===== config.mk =====
export PLATFORM = sky130hd
export DESIGN_NAME = core_run_ctrl
export DESIGN_NICKNAME = d
export VERILOG_FILES = /design/src/rtl/core_ctrl_pkg.sv /design/src/rtl/core_run_ctrl.sv
export SDC_FILE = /design/constraint.sdc
export NUM_CORES = 1
export LEC_CHECK = 0
export CELL_PAD_IN_SITES_DETAIL_PLACEMENT = 0
export CELL_PAD_IN_SITES_GLOBAL_PLACEMENT = 2
export CORE_UTILIZATION = 28
export DETAILED_ROUTE_END_ITERATION = 10
export PLACE_DENSITY_LB_ADDON = 0.2
export REMOVE_ABC_BUFFERS = 1
export SYNTH_ARGS = -nofsm -noshare
export SYNTH_HDL_FRONTEND = slang
export SYNTH_SLANG_ARGS = --single-unit

===== constraint.sdc =====
create_clock -name clk -period 2.1 [get_ports clk]
set_input_delay 0.315 -clock clk [delete_from_list [all_inputs] [get_ports clk]]
set_output_delay 0.315 -clock clk [all_outputs]
set_load 0.05 [all_outputs]

===== src/rtl/core_ctrl_pkg.sv =====
// Shared types and defaults for the core run sequencer.
// Also holds the state-to-output decode used by the controller.
package core_ctrl_pkg;

    typedef enum logic [2:0] {IDLE, CLEAR, RUN, DRAIN, DONE} run_state_t;

    localparam logic [7:0] DEF_HALT_PC      = 8'hFF;
    localparam int         DEF_CLEAR_CYCLES = 2;

    typedef struct packed {
        logic core_rst;
        logic core_en;
        logic busy;
        logic done;
    } run_outs_t;

    // Moore decode; the controller registers the result next to the state.
    function automatic run_outs_t decode_outs(input run_state_t s);
        run_outs_t o;
        o = '0;
        case (s)
            IDLE:    o.core_rst = 1'b1;
            CLEAR:   begin o.core_rst = 1'b1; o.busy = 1'b1; end
            RUN:     begin o.core_en  = 1'b1; o.busy = 1'b1; end
            DRAIN:   o.busy = 1'b1;
            DONE:    o.done = 1'b1;
            default: o.core_rst = 1'b1;
        endcase
        return o;
    endfunction

endpackage


===== src/rtl/core_run_ctrl.sv =====
// Run sequencer for the 9-bit core: start/done handshake, core reset,
// core clock-enable, halt detection and cycle-budget timeout.
module core_run_ctrl
    import core_ctrl_pkg::*;
#(
    parameter int         CLEAR_CYCLES = DEF_CLEAR_CYCLES,
    parameter int         HALT_ZEROS   = 2,
    parameter logic [7:0] HALT_PC      = DEF_HALT_PC,
    parameter int         CYC_W        = 16,
    parameter int         MAX_CYCLES   = 1000
) (
    input  logic             clk,
    input  logic             reset,
    input  logic             start,
    input  logic [7:0]       pc,
    input  logic [8:0]       mach_code,
    output logic             core_rst,
    output logic             core_en,
    output logic             busy,
    output logic             done,
    output logic             timeout,
    output logic [CYC_W-1:0] cycle_count
);

    localparam logic [3:0]       CLR_LAST  = 4'(CLEAR_CYCLES - 1);
    localparam logic [2:0]       ZERO_LAST = 3'(HALT_ZEROS - 1);
    localparam logic [CYC_W-1:0] CYC_LAST  = CYC_W'(MAX_CYCLES - 1);

    run_state_t state;
    run_outs_t  outs;
    logic       start_q;
    logic [3:0] clr_cnt;
    logic [2:0] zero_run;

    logic start_edge;
    logic code_zero;
    logic halt;

    assign start_edge = start & ~start_q;
    assign code_zero  = (mach_code == 9'd0);
    assign halt       = (pc == HALT_PC) || (code_zero && (zero_run == ZERO_LAST));

    assign core_rst = outs.core_rst;
    assign core_en  = outs.core_en;
    assign busy     = outs.busy;
    assign done     = outs.done;

    always_ff @(posedge clk) begin
        if (!reset) begin
            state       <= IDLE;
            outs        <= decode_outs(IDLE);
            start_q     <= 1'b0;
            clr_cnt     <= '0;
            zero_run    <= '0;
            cycle_count <= '0;
            timeout     <= 1'b0;
        end else begin
            start_q <= start;
            case (state)
                IDLE, DONE: begin
                    // A start held high across a run never looks like an edge.
                    if (start_edge) begin
                        state       <= CLEAR;
                        outs        <= decode_outs(CLEAR);
                        clr_cnt     <= '0;
                        zero_run    <= '0;
                        cycle_count <= '0;
                        timeout     <= 1'b0;
                    end
                end
                CLEAR: begin
                    if (clr_cnt == CLR_LAST) begin
                        state <= RUN;
                        outs  <= decode_outs(RUN);
                    end else begin
                        clr_cnt <= clr_cnt + 4'd1;
                    end
                end
                RUN: begin
                    cycle_count <= cycle_count + 1'b1;
                    zero_run    <= code_zero ? zero_run + 3'd1 : 3'd0;
                    // Halt outranks an exhausted budget in the same cycle.
                    if (halt) begin
                        state <= DRAIN;
                        outs  <= decode_outs(DRAIN);
                    end else if (cycle_count == CYC_LAST) begin
                        state   <= DONE;
                        outs    <= decode_outs(DONE);
                        timeout <= 1'b1;
                    end
                end
                DRAIN: begin
                    state <= DONE;
                    outs  <= decode_outs(DONE);
                end
                default: begin
                    state <= IDLE;
                    outs  <= decode_outs(IDLE);
                end
            endcase
        end
    end

endmodule


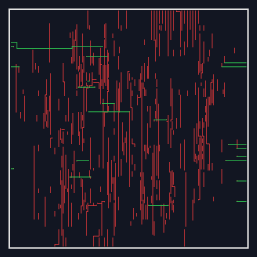
Fig. 1. Metal layers overlaid (run 1).
Drawn at 3 px/um. Two of the layers only.
| layer | colour | wire length |
|---|---|---|
| met2 | red | 1940 um |
| met3 | green | 128 um |
GRT Overall Usage: 0.151
WL per Instance: 13.5 um
Total Wirelength: 4.37 mm
detailed-route via count: 1590

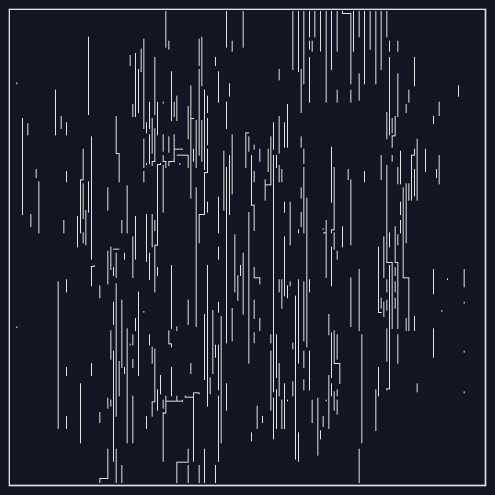
Fig. 2. Signal wires on met2 (run 1).
Drawn at 6 px/um.
longest straight run: 39.4 um
wire length on this layer: 1940 um
met2 Use GR: 0.219

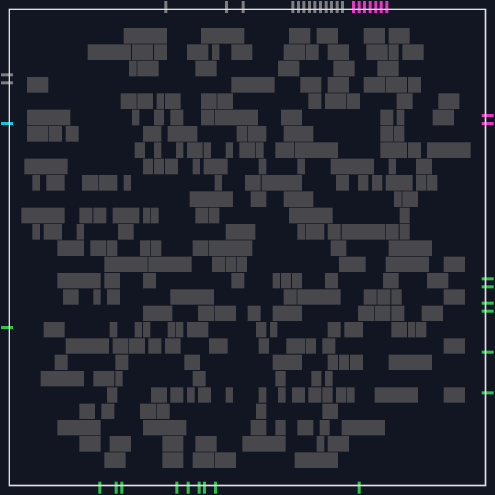
Fig. 3. Pin map (run 1).
Drawn at 6 px/um. Pins as bars across the die edge, other pins in grey.
| port | colour | pins | direction | edge |
|---|---|---|---|---|
| start | cyan | 1 | input | left |
| cycle_count | green | 16 | output | 9 bottom, 6 right, 1 left |
| mach_code | magenta | 9 | input | 7 top, 2 right |
all pins by edge: 20 top, 9 bottom, 8 right, 4 left
DIE HEIGHT: 79.1 um
port buffer count: 40
Die X: 79.1 um

run 1: layout make-up:
type                    count  area (um2)
flip-flops and latches     31         621
well taps                  72        90.1
repair buffers             49         468
multi-input cells         157         981
clock buffers               8         100
fillers                   605        3320
inverters                   7        26.3
run 1: synth_stat cells (5+ instances only):
cell type | instances | area share
a21oi_1 | 10 | 0.030
a21boi_0 | 8 | 0.036
ha_1 | 5 | 0.038
nand3_1 | 9 | 0.027
nand4_1 | 11 | 0.041
and2_1 | 7 | 0.026
o21ai_0 | 10 | 0.030
nor2_1 | 13 | 0.029
inv_1 | 7 | 0.016
o21a_1 | 5 | 0.023
nor2b_1 | 6 | 0.023
nor3_1 | 7 | 0.021
nand2_1 | 19 | 0.043
dfxtp_1 | 31 | 0.37
run 1: cell families (layout without fill, tap and decap cells):
logic type               count (synthesis)  after routing  synth area share
AND/OR/NAND/NOR                        100            100             0.336
AND-OR/OR-AND                           45             45             0.175
flip-flops                              31             31             0.373
buffers and inverters                   15             64            0.0383
adder cells (fa/ha/maj)                  5              5            0.0376
multiplexers                             4              4            0.0248
XOR/XNOR                                 3              3            0.0158
run 1: flip-flops by register name, indices dropped and copies added (netlist names):
| register | cells |
|---|---|
| busy | 1 |
| clr_cnt | 4 |
| cycle_count | 16 |
| start_q | 1 |
| core_en | 1 |
| timeout | 1 |
| zero_run | 3 |
| state | 3 |
| core_rst | 1 |
run 1: worst max path at each step:
stage	start	slack, ns	end
after CTS	state[2]	0.09	done
after detailed placement	start	0.09	cycle_count[7]
after global routing	state[2]	0.05	done
after floorplan	cycle_count[0]	0.09	state[2]
final	state[2]	0.11	done
after global placement	mach_code[2]	0.11	state[1]
run 1: per-stage QoR:
stage	setup slack (ns)	cell area, um2	total power (W)	hold slack [ns]	cells
global placement	0.111	2190	0.000901	0.457	316
CTS	0.0867	2290	0.00144	0.470	324
floorplan	0.0927	1630	0.000785	0.432	195
detailed placement	0.0879	2190	0.000900	0.458	316
global route	0.0496	2290	0.00149	0.488	324
finish	0.110	2290	0.00141	0.463	324
run 1: metal layers:
layer  vias to the layer above  GRT usage  routed length (um)
li1                        837          -                   -
met1                       723      0.216                2260
met2                        25      0.219                1940
met3                         5     0.0276                 128
met4                         0     0.0600                  45
met5                         -          0                   0
run 1: power by group through the flow:
stage | Clock, W | Combinational (W) | Sequential, W
final | 0.000522 | 0.000257 | 0.000629
after global routing | 0.000573 | 0.000283 | 0.000631
after CTS | 0.000552 | 0.000260 | 0.000629
after detailed placement | 0 | 0.000258 | 0.000642
after global placement | 0 | 0.000259 | 0.000642
after floorplan | 0 | 0.000110 | 0.000675
==> flow_summary.json, run 1 <==
{
  "numCtsBuffers": 5,
  "cp.arrival_ns": 1.68,
  "post-route-min-period_ns": 1.99,
  "path_delay_family": "buffers and inverters",
  "io_pins": 41,
  "path_clk_slew_ns": 0.07,
  "ys_chip_area_um2": 1670,
  "power_density_nw_per_um2": 616,
  "ys_warn_count": 0,
  "path_class": "reg -> out",
  "root_buffer": "clkbuf_8",
  "leakage_nw": 0.817,
  "cts_sinks": 31,
  "lay_top_count": "clkdlybuf4s50_1",
  "grt_start_max_net_pins": 14,
  "hold_viol_final": 0,
  "tightest_slew_ns": 0.564,
  "warning_count": 27,
  "cts.path.max_buffers": 2,
  "final_nets": 276,
  "row_count": 27,
  "die_area_um2": 6260,
  "hp-class": "reg -> reg",
  "finalCritPeriodShare": 0.948,
  "rsz0062_at_grt": "no",
  "critPathLaunchType": "flop",
  "initialDrtViolationCount": 66,
  "pwr-share-comb": 0.183,
  "drc": 0,
  "swShare": 0.281,
  "ctsHtreeMaxLevel": 2,
  "status": "finished, final reports clean"
}
==> run 2, diff against run 1 <==
Settings changed: CORE_MARGIN from default to 3.
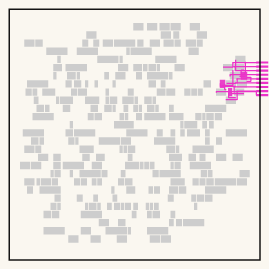
Fig. 4. I/O nets highlighted (run 2).
Drawn at 3 px/um.
| port | colour | bits | direction | edge | end cells | wire |
|---|---|---|---|---|---|---|
| mach_code | magenta | 9 | input | right | 3 | 136 um |
I/O pin cnt: 41

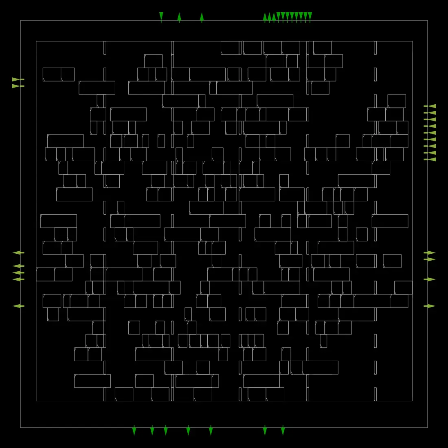
Fig. 5. Cell placement (run 2).
Core Area: 5640 um2
final std cells w/o fill: 322

==> flow_summary.json, run 2 <==
{
  "hp-class": "reg -> reg",
  "leakage_nw": 0.798,
  "synthDominantCellAreaShare": 0.373,
  "tightest_slew_ns": 0.501,
  "cts_sinks": 31,
  "post-route-min-period_ns": 1.98,
  "cp.arrival_ns": 1.67,
  "ctsHtreeMaxLevel": 2,
  "top_layer_used": "met4",
  "drt_wl_total_mm": 4.40,
  "grt_util_all_layers": 0.136,
  "area_leaders": "dfxtp_1 (37%), nand2_1 (4.3%), nand4_1 (4.1%), ha_1 (3.8%), a21boi_0 (3.6%)",
  "critPathLaunchType": "flop",
  "finalCritPeriodShare": 0.944,
  "io_buffers": 40,
  "warning_count": 27,
  "ys_chip_area_um2": 1670,
  "row_count": 27,
  "final_nets": 274,
  "drt-met1-wl_mm": 2.30,
  "ys_warn_count": 0,
  "top_register": "cycle_count",
  "root_buffer": "clkbuf_8",
  "place_area_um2": 2170,
  "fill_cells": 593,
  "post-place-cells": 314,
  "vias": 1588,
  "cts.path.max_buffers": 2,
  "common_cells": "dfxtp_1 (31), nand2_1 (19), nor2_1 (13)",
  "status": "finished, final reports clean",
  "yosysTopAreaCell": "dfxtp_1",
  "holdWs_ns": 0.475
}
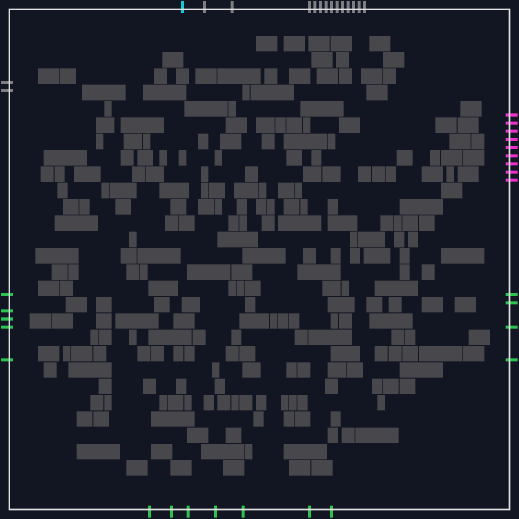
Fig. 6. Pin map (run 2).
Drawn at 6 px/um. Pins as bars across the die edge, other pins in grey.
| port | colour | pins | direction | edge |
|---|---|---|---|---|
| start | cyan | 1 | input | top |
| mach_code | magenta | 9 | input | right |
| cycle_count | green | 16 | output | 7 bottom, 5 left, 4 right |
DIE HEIGHT: 83.1 um
Die X: 83.1 um

-- run 2: final cells by class --
type / instances / area [um2] / share of cell area
multi-input combinational: 157 / 981 / 0.436
sequential: 31 / 621 / 0.276
inverter: 7 / 26.3 / 0.0117
clock inverter: 1 / 5.00 / 0.00222
timing repair buffer: 47 / 453 / 0.201
tap: 72 / 90.1 / 0.0400
clock buffer: 7 / 76.3 / 0.0339
-- run 2: how the worst max path moves through the flow --
stage	slack, ns	cells past startpoint	from	endpoint
after floorplan	0.09	6	cycle_count[0]	state[2]
after global placement	0.13	7	mach_code[2]	state[1]
after detailed placement	0.07	7	mach_code[2]	state[1]
after CTS	0.10	1	state[2]	done
after global routing	0.07	1	state[2]	done
final	0.12	1	state[2]	done
-- run 2: stage by stage --
stage	worst slack, ns	total power [W]
floorplan	0.0927	0.000785
global placement	0.132	0.000905
detailed placement	0.0694	0.000902
CTS	0.101	0.00137
global route	0.0679	0.00143
finish	0.118	0.00134
-- run 2: tightest hold or removal path, stage by stage (launching register included) --
cell	delay, ns
dfxtp_1	0.31
nand2_1	0.06
mux2i_1	0.06
-- run 2: logic make-up (layout without fill, tap and decap cells) --
family	count (synthesis)	count (layout)	share of synthesized area
compound gates	45	45	0.175
mux	4	4	0.0248
simple gates	100	100	0.336
buf+inv	15	62	0.0383
xor+xnor	3	3	0.0158
flops	31	31	0.373
fa+ha+maj	5	5	0.0376
-- run 2: report_power, final --
group / internal, W / switching (W)
Clock: 0.000232 / 0.000220
Sequential: 0.000607 / 0.0000214
Combinational: 0.000109 / 0.000148
Total: 0.000948 / 0.000390
-- run 2: routing by layer --
metal | global-route usage | vias up
li1 | - | 829
met1 | 0.187 | 720
met2 | 0.202 | 34
met3 | 0.0357 | 5
met4 | 0.0535 | 0
met5 | 0 | -
==> run 3, diff against run 2 <==
Settings changed: SKIP_CTS_REPAIR_TIMING from default to 1.
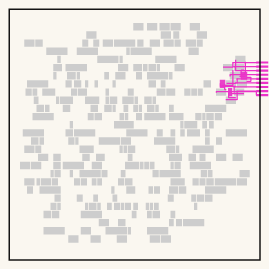
Fig. 7. I/O nets highlighted (run 3).
Drawn at 3 px/um.
| port | colour | bits | direction | edge | end cells | wire |
|---|---|---|---|---|---|---|
| mach_code | magenta | 9 | input | right | 3 | 136 um |

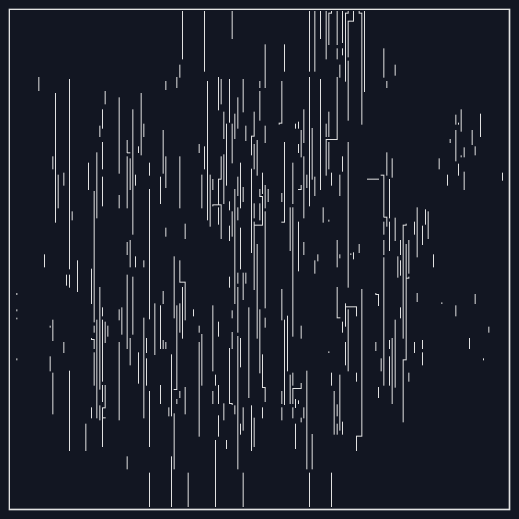
Fig. 8. Signal wires on met2 (run 3).
Drawn at 6 px/um.
wire length on this layer: 1820 um
nets with wire on the layer: 212
share of all routed wire: 41%
detailed-route via count: 1588
Total Wirelength: 4.40 mm
met2 Use GR: 0.202

==> flow_summary.json, run 3 <==
{
  "common_cells": "dfxtp_1 (31), nand2_1 (19), nor2_1 (13)",
  "yosysTopAreaCell": "dfxtp_1",
  "leakage_nw": 0.798,
  "tightest_slew_ns": 0.501,
  "die_h_um": 83.1,
  "ctsHtreeMaxLevel": 2,
  "ys_chip_area_um2": 1670,
  "cts.path.max_buffers": 2,
  "ys_warn_count": 0,
  "io_pins": 41,
  "row_count": 27,
  "numCtsBuffers": 5,
  "grt_util_all_layers": 0.136,
  "synthDominantCellAreaShare": 0.373,
  "hp-class": "reg -> reg",
  "regArea_um2": 621,
  "place_area_um2": 2170,
  "post-place-cells": 314,
  "power_w": 0.00134,
  "area_leaders": "dfxtp_1 (37%), nand2_1 (4.3%), nand4_1 (4.1%), ha_1 (3.8%), a21boi_0 (3.6%)",
  "yosys.cell_types.count": 44,
  "post-route-min-period_ns": 1.98,
  "worst_clock_skew_ns": 0.00588,
  "io_buffers": 40,
  "cts_sinks": 31,
  "fill_cells": 593,
  "status": "finished, final reports clean",
  "async_flop_share": 0,
  "fp.coreArea_um2": 5640,
  "critPathLaunchType": "flop"
}
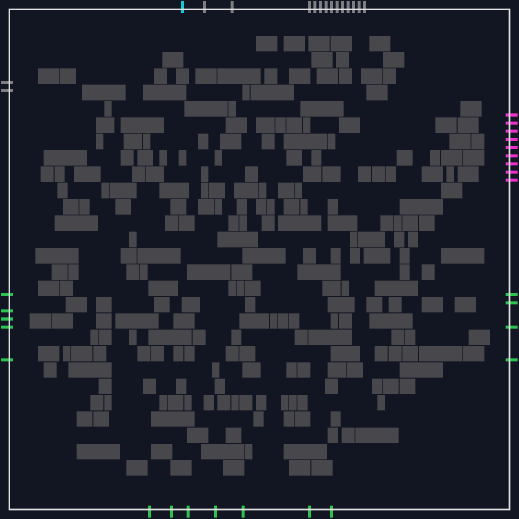
Fig. 9. Pin map (run 3).
Drawn at 6 px/um. Pins as bars across the die edge, other pins in grey.
| port | colour | pins | direction | edge |
|---|---|---|---|---|
| mach_code | magenta | 9 | input | right |
| cycle_count | green | 16 | output | 7 bottom, 5 left, 4 right |
| start | cyan | 1 | input | top |
all pins by edge: 14 top, 13 right, 7 left, 7 bottom

-- run 3: cell counts in the layout (fill, tap and decap cells not counted) --
Identical to the previous run, type by type.
-- run 3: layout make-up --
type / instances / area share
inverter: 7 / 0.0117
multi-input combinational: 157 / 0.436
tap: 72 / 0.0400
timing repair buffer: 47 / 0.201
clock buffer: 7 / 0.0339
clock inverter: 1 / 0.00222
sequential: 31 / 0.276
-- run 3: path summary, 6_finish.rpt --
check / cells past startpoint / startpoint / slack (ns) / to
hold reg to reg: 2 / busy / 0.48 / busy
setup / recovery: 1 / state[2] / 0.12 / done
hold / removal: 2 / busy / 0.48 / busy
setup reg to reg: 6 / cycle_count[0] / 0.29 / state[2]
-- run 3: cells by family after synthesis --
| family | Yosys count | share of synthesized area |
|---|---|---|
| muxes | 4 | 0.0248 |
| DFF | 31 | 0.373 |
| AOI/OAI and AO/OA | 45 | 0.175 |
| adders and majority gates | 5 | 0.0376 |
| xor gates and xnor gates | 3 | 0.0158 |
| and+or+nand+nor | 100 | 0.336 |
| buffers and inverters | 15 | 0.0383 |
-- run 3: worst reg2reg max path, cell delays in order, from the launching register on --
cell and delay, ns:
dfxtp_1 0.39, ha_1 0.19, and4_1 0.29, and4_1 0.28, nand4b_1 0.22, nand2_2 0.12
o31ai_1 0.24
-- run 3: stage by stage --
step	hold slack [ns]	setup WS (ns)	util
2_1_floorplan	0.432	0.0927	-
3_3_place_gp	0.479	0.132	0.385
3_5_place_dp	0.471	0.0694	0.385
4_1_cts	0.485	0.101	0.399
5_1_grt	0.506	0.0679	0.399
6_report	0.475	0.118	0.399
-- run 3: where the power goes --
group / switching, W / internal (W)
Clock: 0.000220 / 0.000232
Sequential: 0.0000214 / 0.000607
Combinational: 0.000148 / 0.000109
Total: 0.000390 / 0.000948
-- run 3: routing by layer --
metal / global-route usage / part of all wire
met1: 0.187 / 0.52
met4: 0.0535 / 0.014
met5: 0 / 0
met2: 0.202 / 0.41
met3: 0.0357 / 0.050
No activity file was given, so power comes from the tool's default toggle rates.
